===== src/rtl/multimode_ff_bank_pkg.sv =====
// ff_pkg: mode encoding and SR-conflict policy constants for the flip-flop bank
package ff_pkg;
  typedef enum logic [1:0] {MODE_SR = 2'b00, MODE_JK = 2'b01, MODE_D = 2'b10, MODE_T = 2'b11} mode_e;
  localparam int POL_HOLD  = 0;
  localparam int POL_SET   = 1;
  localparam int POL_RESET = 2;
endpackage


===== src/rtl/multimode_ff_bank_if.sv =====
// multimode_ff_bank_if: control, operand and status bundle for the flip-flop bank
interface multimode_ff_bank_if #(parameter int WIDTH = 8, parameter int CNT_W = 8);
  logic             en;
  logic [1:0]       mode;
  logic [WIDTH-1:0] a;
  logic [WIDTH-1:0] b;
  logic             clr_err;
  logic [WIDTH-1:0] q;
  logic [WIDTH-1:0] qbar;
  logic             err;
  logic [CNT_W-1:0] conflict_cnt;
  modport master (output en, mode, a, b, clr_err, input q, qbar, err, conflict_cnt);
  modport slave  (input en, mode, a, b, clr_err, output q, qbar, err, conflict_cnt);
endinterface


===== src/rtl/multimode_ff_bank_ff_cell.sv =====
// ff_cell: one SR/JK/D/T channel, next-state logic plus its state register
module ff_cell
  import ff_pkg::*;
#(
  parameter int   SR_POLICY = POL_HOLD,
  parameter logic RST_BIT   = 1'b0
) (
  input  logic  clk,
  input  logic  rst_n,
  input  logic  en_i,
  input  mode_e mode_i,
  input  logic  a_i,
  input  logic  b_i,
  output logic  q_o
);
  logic q_q, q_d, both_d;
  always_comb begin
    both_d = SR_POLICY == POL_SET ? 1'b1 : SR_POLICY == POL_RESET ? 1'b0 : q_q;
    q_d = !en_i                  ? q_q :
          mode_i == MODE_D       ? a_i :
          mode_i == MODE_T       ? q_q ^ a_i :
          a_i && !b_i            ? 1'b1 :
          !a_i && b_i            ? 1'b0 :
          !a_i                   ? q_q :
          mode_i == MODE_JK      ? ~q_q : both_d;
  end
  always_ff @(posedge clk or negedge rst_n)
    if (!rst_n) q_q <= RST_BIT;
    else        q_q <= q_d;
  assign q_o = q_q;
endmodule


===== src/rtl/multimode_ff_bank.sv =====
// multimode_ff_bank: WIDTH mode-selectable flip-flops with SR-conflict flag and counter
module multimode_ff_bank
  import ff_pkg::*;
#(
  parameter int               WIDTH     = 8,
  parameter logic [WIDTH-1:0] RESET_VAL = '0,
  parameter int               SR_POLICY = POL_HOLD,
  parameter int               CNT_W     = 8
) (
  input logic                clk,
  input logic                rst_n,
  multimode_ff_bank_if.slave bus
);
  mode_e            mode;
  logic [WIDTH-1:0] q;
  logic             conflict, err_q, err_d;
  logic [CNT_W-1:0] cnt_q, cnt_d;
  assign mode = mode_e'(bus.mode);
  for (genvar i = 0; i < WIDTH; i++) begin : g_cell
    ff_cell #(.SR_POLICY(SR_POLICY), .RST_BIT(RESET_VAL[i])) u_cell (
      .clk   (clk),
      .rst_n (rst_n),
      .en_i  (bus.en),
      .mode_i(mode),
      .a_i   (bus.a[i]),
      .b_i   (bus.b[i]),
      .q_o   (q[i])
    );
  end
  // a conflict beats a simultaneous clear, restarting the count at one
  always_comb begin
    conflict = bus.en && mode == MODE_SR && |(bus.a & bus.b);
    err_d    = conflict ? 1'b1 : bus.clr_err ? 1'b0 : err_q;
    cnt_d    = conflict ? (bus.clr_err ? CNT_W'(1) : &cnt_q ? cnt_q : cnt_q + CNT_W'(1)) :
               bus.clr_err ? '0 : cnt_q;
  end
  always_ff @(posedge clk or negedge rst_n)
    if (!rst_n) begin
      err_q <= 1'b0;
      cnt_q <= '0;
    end else begin
      err_q <= err_d;
      cnt_q <= cnt_d;
    end
  assign bus.q            = q;
  assign bus.qbar         = ~q;
  assign bus.err          = err_q;
  assign bus.conflict_cnt = cnt_q;
endmodule


===== src/flat_wrapper.sv =====
// flat-port wrapper written by rule: the top's interface ports become plain ports
module multimode_ff_bank_flat import ff_pkg::*;
#(
  parameter int               WIDTH     = 8,
  parameter logic [WIDTH-1:0] RESET_VAL = '0,
  parameter int               SR_POLICY = POL_HOLD,
  parameter int               CNT_W     = 8
)
  (clk, rst_n, bus_en, bus_mode, bus_a, bus_b, bus_clr_err, bus_q, bus_qbar, bus_err, bus_conflict_cnt);
  multimode_ff_bank_if #(.WIDTH(WIDTH), .CNT_W(CNT_W)) bus_i ();
  input logic clk;
  input logic rst_n;
  input wire logic [$bits(bus_i.en)-1:0] bus_en;
  input wire logic [$bits(bus_i.mode)-1:0] bus_mode;
  input wire logic [$bits(bus_i.a)-1:0] bus_a;
  input wire logic [$bits(bus_i.b)-1:0] bus_b;
  input wire logic [$bits(bus_i.clr_err)-1:0] bus_clr_err;
  output wire logic [$bits(bus_i.q)-1:0] bus_q;
  output wire logic [$bits(bus_i.qbar)-1:0] bus_qbar;
  output wire logic [$bits(bus_i.err)-1:0] bus_err;
  output wire logic [$bits(bus_i.conflict_cnt)-1:0] bus_conflict_cnt;
  assign bus_i.en = bus_en;
  assign bus_i.mode = bus_mode;
  assign bus_i.a = bus_a;
  assign bus_i.b = bus_b;
  assign bus_i.clr_err = bus_clr_err;
  assign bus_q = bus_i.q;
  assign bus_qbar = bus_i.qbar;
  assign bus_err = bus_i.err;
  assign bus_conflict_cnt = bus_i.conflict_cnt;
  multimode_ff_bank #(.WIDTH(WIDTH), .RESET_VAL(RESET_VAL), .SR_POLICY(SR_POLICY), .CNT_W(CNT_W)) u_core (.clk(clk), .rst_n(rst_n), .bus(bus_i));
endmodule

===== config.mk =====
export PLATFORM = sky130hd
export DESIGN_NAME = multimode_ff_bank_flat
export DESIGN_NICKNAME = d
export VERILOG_FILES = /design/src/rtl/multimode_ff_bank_pkg.sv /design/src/rtl/multimode_ff_bank_if.sv /design/src/rtl/multimode_ff_bank_ff_cell.sv /design/src/rtl/multimode_ff_bank.sv /design/src/flat_wrapper.sv
export SDC_FILE = /design/constraint.sdc
export NUM_CORES = 1
export LEC_CHECK = 0
export ABC_AREA = 1
export CORE_ASPECT_RATIO = 1.4
export CORE_MARGIN = 3
export CORE_UTILIZATION = 45
export CTS_CLUSTER_DIAMETER = 100
export DETAILED_ROUTE_END_ITERATION = 10
export GPL_TIMING_DRIVEN = 0
export PLACE_DENSITY = 0.79
export SETUP_SLACK_MARGIN = 0.05
export SLEW_MARGIN = 15
export SYNTH_ARGS = -nofsm -noshare
export SYNTH_HDL_FRONTEND = slang
export SYNTH_HIERARCHICAL = 1
export SYNTH_SLANG_ARGS = --single-unit
export TNS_END_PERCENT = 30

===== constraint.sdc =====
create_clock -name clk -period 1.7 [get_ports clk]
set_clock_uncertainty 0.15 [all_clocks]
set_input_delay 0.425 -clock clk [delete_from_list [all_inputs] [get_ports clk]]
set_output_delay 0.425 -clock clk [all_outputs]
set_load 0.05 [all_outputs]

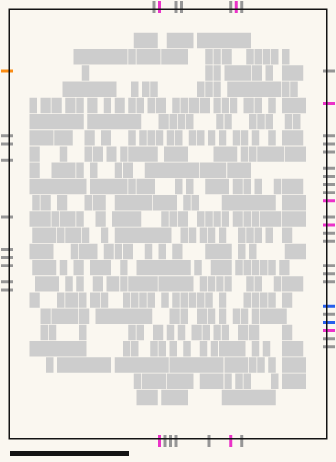
run_1/pins.png
Scale bar: 20 um. Pins as bars across the die edge, other pins in gray.
| color | port | pins | direction | edge |
|---|---|---|---|---|
| magenta | bus_q | 8 | output | 4 right, 2 bottom, 2 top |
| blue | bus_mode | 2 | input | right |
| orange | clk | 1 | input | left |
all pins by edge: 23 right, 10 left, 7 bottom, 7 top
Port Buf Inserts: 46
height of the die: 71.8 um
width of the die: 53.0 um

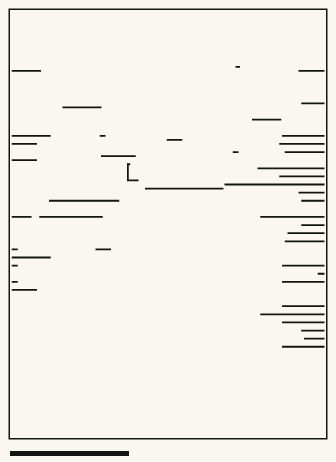
run_1/met3.png
Scale bar: 20 um.
nets with wire on the layer: 41
longest straight run: 16.5 um
wire length on this layer: 244 um
main direction: horizontal
share of all routed wire: 6.8%
total vias in the final route: 1,607
overall routed net length: 3600 um

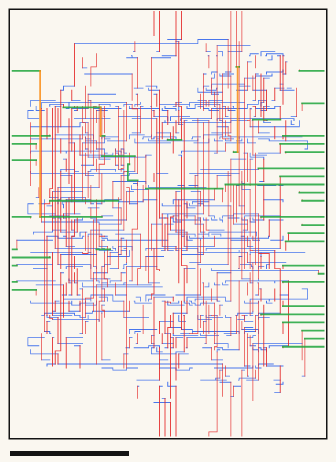
run_1/metal_stack.png
Scale bar: 20 um.
| color | layer | wire length |
|---|---|---|
| red | met2 | 1,820 um |
| blue | met1 | 1,490 um |
| green | met3 | 244 um |
| orange | met4 | 43.5 um |
average wire per cell in the routed design: 10.9 um
GRT Util Overall: 19.7%

==> reports/qor.csv, run 1 <==
stage;metric;value;unit
synthesis;area figure in the yosys stat output;1390;um^2
clock_tree;Inserted Clock Buffers;3;
floorplanning;chip area;3800;um^2
pwr;power density of the placed cells;702;nW/um^2
clock_tree;clock latency on the worst-skew pair;0.25;ns
routing;met2 wire length;1820;um
pwr;part of the power in registers;33.9;%
routing;routed vias/inst;4.87;
synthesis;share of async-settable or async-resettable flops after synthesis;100;%
pwr;share of power burned in combinational logic;44.6;%
floorplanning;Core ar.;2910;um^2
synthesis;area fraction in compound gates after synthesis;3.24;%
routing;final antenna-violating net count;0;
setup_path;Crit path required time;1.12;ns
synthesis;count of mapped cells out of synthesis;242;
finish;share of layout cells above drive strength 1;16.7;%
pwr;combinational group power;0.000625;W
synthesis;sequential-to-total area share from yosys stat;30.6;%
synthesis;Syn Nets;265;
outcome;status;complete, no violations;
synthesis;mean post-synth cell area;5.74;um^2
flow_run;number of warnings in the stage logs;28;
pwr;power spent charging and discharging nets;0.000600;W
clock_tree;total of hold buffers inserted after clock tree synthesis;0;
setup_path;Crit Path Class;flop to primary output;
global_route;most used routing layer in global routing;met2;
finish;number of standard cells in the layout, taps in and fillers out;330;
final_timing;upper clock frequency limit;609;MHz
final_timing;Worst-Margin Slew;0.812;ns
global_route;number of global-route vias before repair;1418;
synthesis;Mux area share;0;%
synthesis;flip-flop and latch count after synthesis;17;
synthesis;most frequent cell after synthesis;sky130_fd_sc_hd__nand2_1;
flow_run;MaxCap Viol Count;0;
pwr;Clk power;0.000301;W
setup_path;delay contributed by the slowest stage of the critical path;0.41;ns
global_route;global routing met2 resource utilization;34.0;%
pwr;Cell Int Power;0.000802;W
routing;number of iterations in the first detailed-routing pass;4;
## run 1: final timing paths
path	slack, ns	endpoint	startpoint
worst max-delay path	0.06	bus_qbar[7]	u_core/g_cell[7].u_cell/q_o
worst max register to register	0.24	u_core/bus.conflict_cnt[2]	u_core/bus.conflict_cnt[0]
worst min register to register	0.36	u_core/bus.err	u_core/bus.err
min in group asynchronous	0.50	u_core/g_cell[7].u_cell/q_o	rst_n
max in group asynchronous	0.34	u_core/bus.conflict_cnt[0]	rst_n
worst min-delay path	0.36	u_core/bus.err	u_core/bus.err
## run 1: metrics by stage
stage | cell area [um^2] | total power (W)
5_1_grt | 2000 | 0.00150
6_report | 2000 | 0.00140
3_3_place_gp | 1900 | 0.00112
4_1_cts | 1960 | 0.00141
3_5_place_dp | 1900 | 0.00113
2_1_floorplan | 1400 | 0.000872
## run 1: flip-flops by register name, summed over array words and instances, names as in the netlist
register,count
u_core/bus.conflict_cnt,8
u_core/g_cell.u_cell/q_o,8
u_core/bus.err,1
## run 1: area by class of cell
class | instances | area [um^2] | area share, %
sequential | 17 | 430 | 21.6
clock buffer | 4 | 45.0 | 2.26
inverter | 56 | 210 | 10.5
buffer | 1 | 5.00 | 0.251
multi-input combinational | 169 | 793 | 39.7
timing repair buffer | 46 | 467 | 23.4
tap | 37 | 46.3 | 2.32
## run 1: worst register-to-register path, cell delays in order (launching register included)
cell,delay (ns)
sky130_fd_sc_hd__dfrtp_2,0.44
sky130_fd_sc_hd__ha_1,0.23
sky130_fd_sc_hd__nand2_2,0.10
sky130_fd_sc_hd__inv_2,0.07
sky130_fd_sc_hd__nand3_4,0.12
sky130_fd_sc_hd__nand3_2,0.11
sky130_fd_sc_hd__nand3_1,0.09
sky130_fd_sc_hd__nand2_1,0.05
==> run 2, diff against run 1 <==
==> constraint.sdc (replaced) <==
create_clock -name clk -period 1.9 [get_ports clk]
set_clock_uncertainty 0.15 [all_clocks]
set_input_delay 0.475 -clock clk [delete_from_list [all_inputs] [get_ports clk]]
set_output_delay 0.475 -clock clk [all_outputs]
set_load 0.05 [all_outputs]
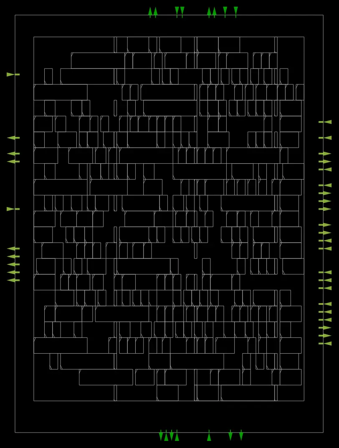
run_2/final_placement.png
Seq cells: 17
sequential fraction of total cell area: 22.2%
total of fill cells in the finished design: 295

==> reports/qor.csv, run 2 <==
stage;metric;value;unit;change
finish;logic area;753;um^2;-5.0%
routing;average wire per cell in the routed design;10.3;um;-5.5%
floorplanning;Core ar.;2910;um^2;unchanged
floorplanning;chip area;3800;um^2;unchanged
pwr;power density of the placed cells;642;nW/um^2;-8.6%
synthesis;count of mapped cells out of synthesis;242;;unchanged
pwr;Power, Total;0.00123;W;-12%
final_timing;upper clock frequency limit;545;MHz;
outcome;status;complete, no violations;;
routing;routed vias/inst;4.63;;-4.9%
setup_path;launching point of the worst reg2reg path;u_core/bus.conflict_cnt[0];;
floorplanning;height of the die;71.8;um;unchanged
global_route;number of global-route vias before repair;1395;;-1.6%
clock_tree;Inserted Clock Buffers;3;;unchanged
synthesis;Syn Nets;265;;unchanged
global_route;global routing met2 resource utilization;35.5;%;+1.5 points
setup_path;startpoint of the most critical setup path;u_core/g_cell[4].u_cell/q_o;;
min_path;terminating pin of the worst hold path;u_core/bus.err;;
synthesis;sequential-to-total area share from yosys stat;30.6;%;unchanged
placement;Port Buf Inserts;46;;unchanged
setup_path;Crit Path Class;flop to primary output;;
routing;number of iterations in the first detailed-routing pass;4;;unchanged
finish;total area of sequential cells;425;um^2;-1.2%
synthesis;mean post-synth cell area;5.74;um^2;unchanged
synthesis;share of async-settable or async-resettable flops after synthesis;100;%;unchanged
global_route;most used routing layer in global routing;met2;;
setup_path;slack of the worst reg-to-reg path;0.39;ns;+0.15 ns
min_path;min-delay src;u_core/bus.err;;
setup_path;Crit path required time;1.27;ns;+0.15 ns
synthesis;area figure in the yosys stat output;1390;um^2;unchanged
routing;overall routed net length;3390;um;-5.8%
synthesis;most frequent cell after synthesis;sky130_fd_sc_hd__nand2_1;;
setup_path;delay contributed by the slowest stage of the critical path;0.48;ns;+0.07 ns
floorplanning;width of the die;53.0;um;unchanged
setup_path;Critical path destination;bus_qbar[4];;
routing;final antenna-violating net count;0;;unchanged
==> run 2: final cells by class <==
cell class | count | share of cell area (%)
Inverter | 56 | 11.0
Sequential cell | 17 | 22.2
Timing Repair Buffer | 46 | 22.5
Clock inverter | 1 | 0.261
Multi-Input combinational cell | 168 | 39.3
Tap cell | 37 | 2.42
Buffer | 1 | 0.261
Clock buffer | 3 | 2.15
==> run 2: logic make-up after synthesis <==
| family | share of synthesized area [%] |
|---|---|
| buf+inv | 15.5 |
| compound gates | 3.24 |
| flops | 30.6 |
| fa+ha+maj | 0.900 |
| simple gates | 49.1 |
| xor+xnor | 0.630 |
==> run 2: routing by layer <==
layer / wire (um) / part of all wire (%) / vias to the layer above
met5: 0 / 0 / -
met4: 20 / 0.59 / 0
met3: 243 / 7.2 / 2
met2: 1620 / 48 / 47
met1: 1500 / 44 / 656
li1: - / - / 819
==> run 2: through the flow <==
step	util [%]	instance area (um^2)
after global routing	65.9	1920
after floorplan	-	1390
after global placement	65.3	1900
final	65.9	1920
after CTS	66.3	1930
after detailed placement	65.3	1900
==> run 2: critical path: cells and delay by family (launching register included) <==
family / cells / cell delay, ns
buffers and inverters: 2 / 0.54
DFF: 1 / 0.41
==> run 2: timing repair <==
item | CTS | global route
hold buffers | 0 | 0
pin swaps | 0 | 0
resized | 42 | 6
setup endpoints to repair | 42 | 26
==> run 2: where the power goes <==
group	switching (W)	leakage (nW)	internal, W
combinational	0.000375	0.914	0.000159
sequential	0.0000291	0.219	0.000394
clock	0.000127	0.0255	0.000145
total	0.000531	1.16	0.000699
==> run 3, diff against run 2 <==
--- a/config.mk
+++ b/config.mk
@@ -12,6 +12,7 @@
 export CTS_CLUSTER_DIAMETER = 100
 export DETAILED_ROUTE_END_ITERATION = 10
 export GPL_TIMING_DRIVEN = 0
+export HOLD_SLACK_MARGIN = 0.1
 export PLACE_DENSITY = 0.79
 export SETUP_SLACK_MARGIN = 0.05
 export SLEW_MARGIN = 15
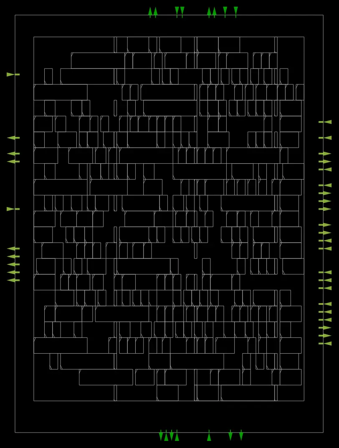
run_3/final_placement.png
Core ar.: 2910 um^2
number of tap cells inserted: 37
Placement Rows: 23
fraction of the core area covered by cells at the end of the flow: 65.9%

==> reports/qor.csv, run 3 <==
stage;metric;value;unit;change
setup_path;worst path bufs/invs;2;;unchanged
floorplanning;chip area;3800;um^2;unchanged
synthesis;Syn Nets;265;;unchanged
outcome;status;complete, no violations;;
clock_tree;Inserted Clock Buffers;3;;unchanged
routing;number of iterations in the first detailed-routing pass;4;;unchanged
routing;met3 wirelength from detailed routing;243;um;unchanged
setup_path;family with the most delay on the worst path;buffers and inverters;;
pwr;Cell Int Power;0.000699;W;unchanged
routing;average wire per cell in the routed design;10.3;um;unchanged
global_route;most used routing layer in global routing;met2;;
routing;routed vias/inst;4.63;;unchanged
pwr;combinational group power;0.000534;W;about the same
routing;routed metal-1 wire length;1500;um;unchanged
pwr;group drawing the most power;combinational logic;;
pwr;power density of the placed cells;642;nW/um^2;unchanged
final_timing;upper clock frequency limit;545;MHz;unchanged
pwr;power spent charging and discharging nets;0.000531;W;unchanged
synthesis;most frequent cell after synthesis;sky130_fd_sc_hd__nand2_1;;
synthesis;mean post-synth cell area;5.74;um^2;unchanged
placement;placed instance area;1900;um^2;unchanged
pwr;part of the power in registers;34.4;%;about the same
pwr;clock network fraction of design power;22.2;%;about the same
setup_path;Crit path required time;1.27;ns;about the same
pwr;Clk power;0.000273;W;about the same
routing;overall routed net length;3390;um;unchanged
routing;highest routing layer actually used;met4;;
synthesis;area figure in the yosys stat output;1390;um^2;unchanged
-- run 3: cell counts after synthesis --
Identical to the previous run, type by type.
-- run 3: worst paths after layout --
kind / from / end / slack, ns / cells past startpoint
max: u_core/g_cell[4].u_cell/q_o / bus_qbar[4] / 0.06 / 2
min: u_core/bus.err / u_core/bus.err / 0.39 / 1
max reg2reg: u_core/bus.conflict_cnt[0] / u_core/bus.conflict_cnt[3] / 0.39 / 8
min reg2reg: u_core/bus.err / u_core/bus.err / 0.39 / 1
max in group asynchronous: rst_n / u_core/bus.conflict_cnt[0] / 0.54 / 1
min in group asynchronous: rst_n / u_core/g_cell[0].u_cell/q_o / 0.55 / 1
-- run 3: per-stage QoR --
stage	util (%)	setup TNS (ns)	worst slack [ns]	hold slack, ns
floorplan	-	0	0.151	0.0294
global placement	65.3	-7.91	-0.722	0.350
detailed placement	65.3	-7.93	-0.726	0.385
CTS	66.3	0	0.0420	0.397
global route	65.9	0	0.0111	0.415
finish	65.9	0	0.0644	0.394
-- run 3: kinds of logic (layout without fill, tap and decap cells) --
| logic type | after synthesis | in the layout | share of synthesized area (%) |
|---|---|---|---|
| buffers and inverters | 57 | 107 | 15.5 |
| adder cells (fa/ha/maj) | 1 | 1 | 0.900 |
| AND-OR/OR-AND | 7 | 7 | 3.24 |
| AND/OR/NAND/NOR | 159 | 159 | 49.1 |
| flip-flops | 17 | 17 | 30.6 |
| XOR/XNOR | 1 | 1 | 0.630 |
-- run 3: cell type report --
cell class / count / area (um^2)
fillers: 295 / 990
plain buffers: 1 / 5.00
repair buffers: 46 / 430
well taps: 37 / 46.3
inverters: 56 / 210
clock inverters: 1 / 5.00
multi-input cells: 168 / 753
flip-flops and latches: 17 / 425
clock buffers: 3 / 41.3

==> screenshots <==
Sizing map.
Scale bar: 20 um.
Plate I
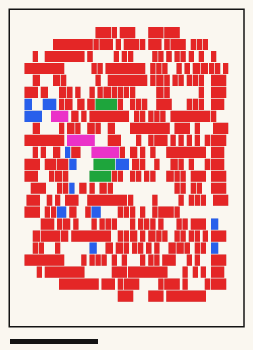
Plate II
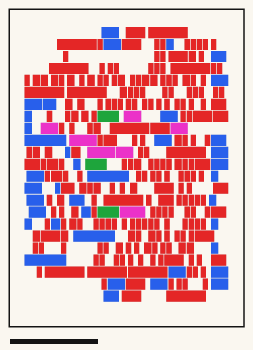
- Plate II = run 1
- Plate I = run 2

Key to Plate II:
| color | size | cells | most used |
|---|---|---|---|
| magenta | drive 3 to 4 | 7 | nor2_4 |
| blue | drive 2 | 39 | clkdlybuf4s15_2 |
| red | drive 1 or less | 244 | nand2_1 |
| green | drive 6 and up | 3 | clkbuf_8 |

Power and IR drop assume default switching activity.
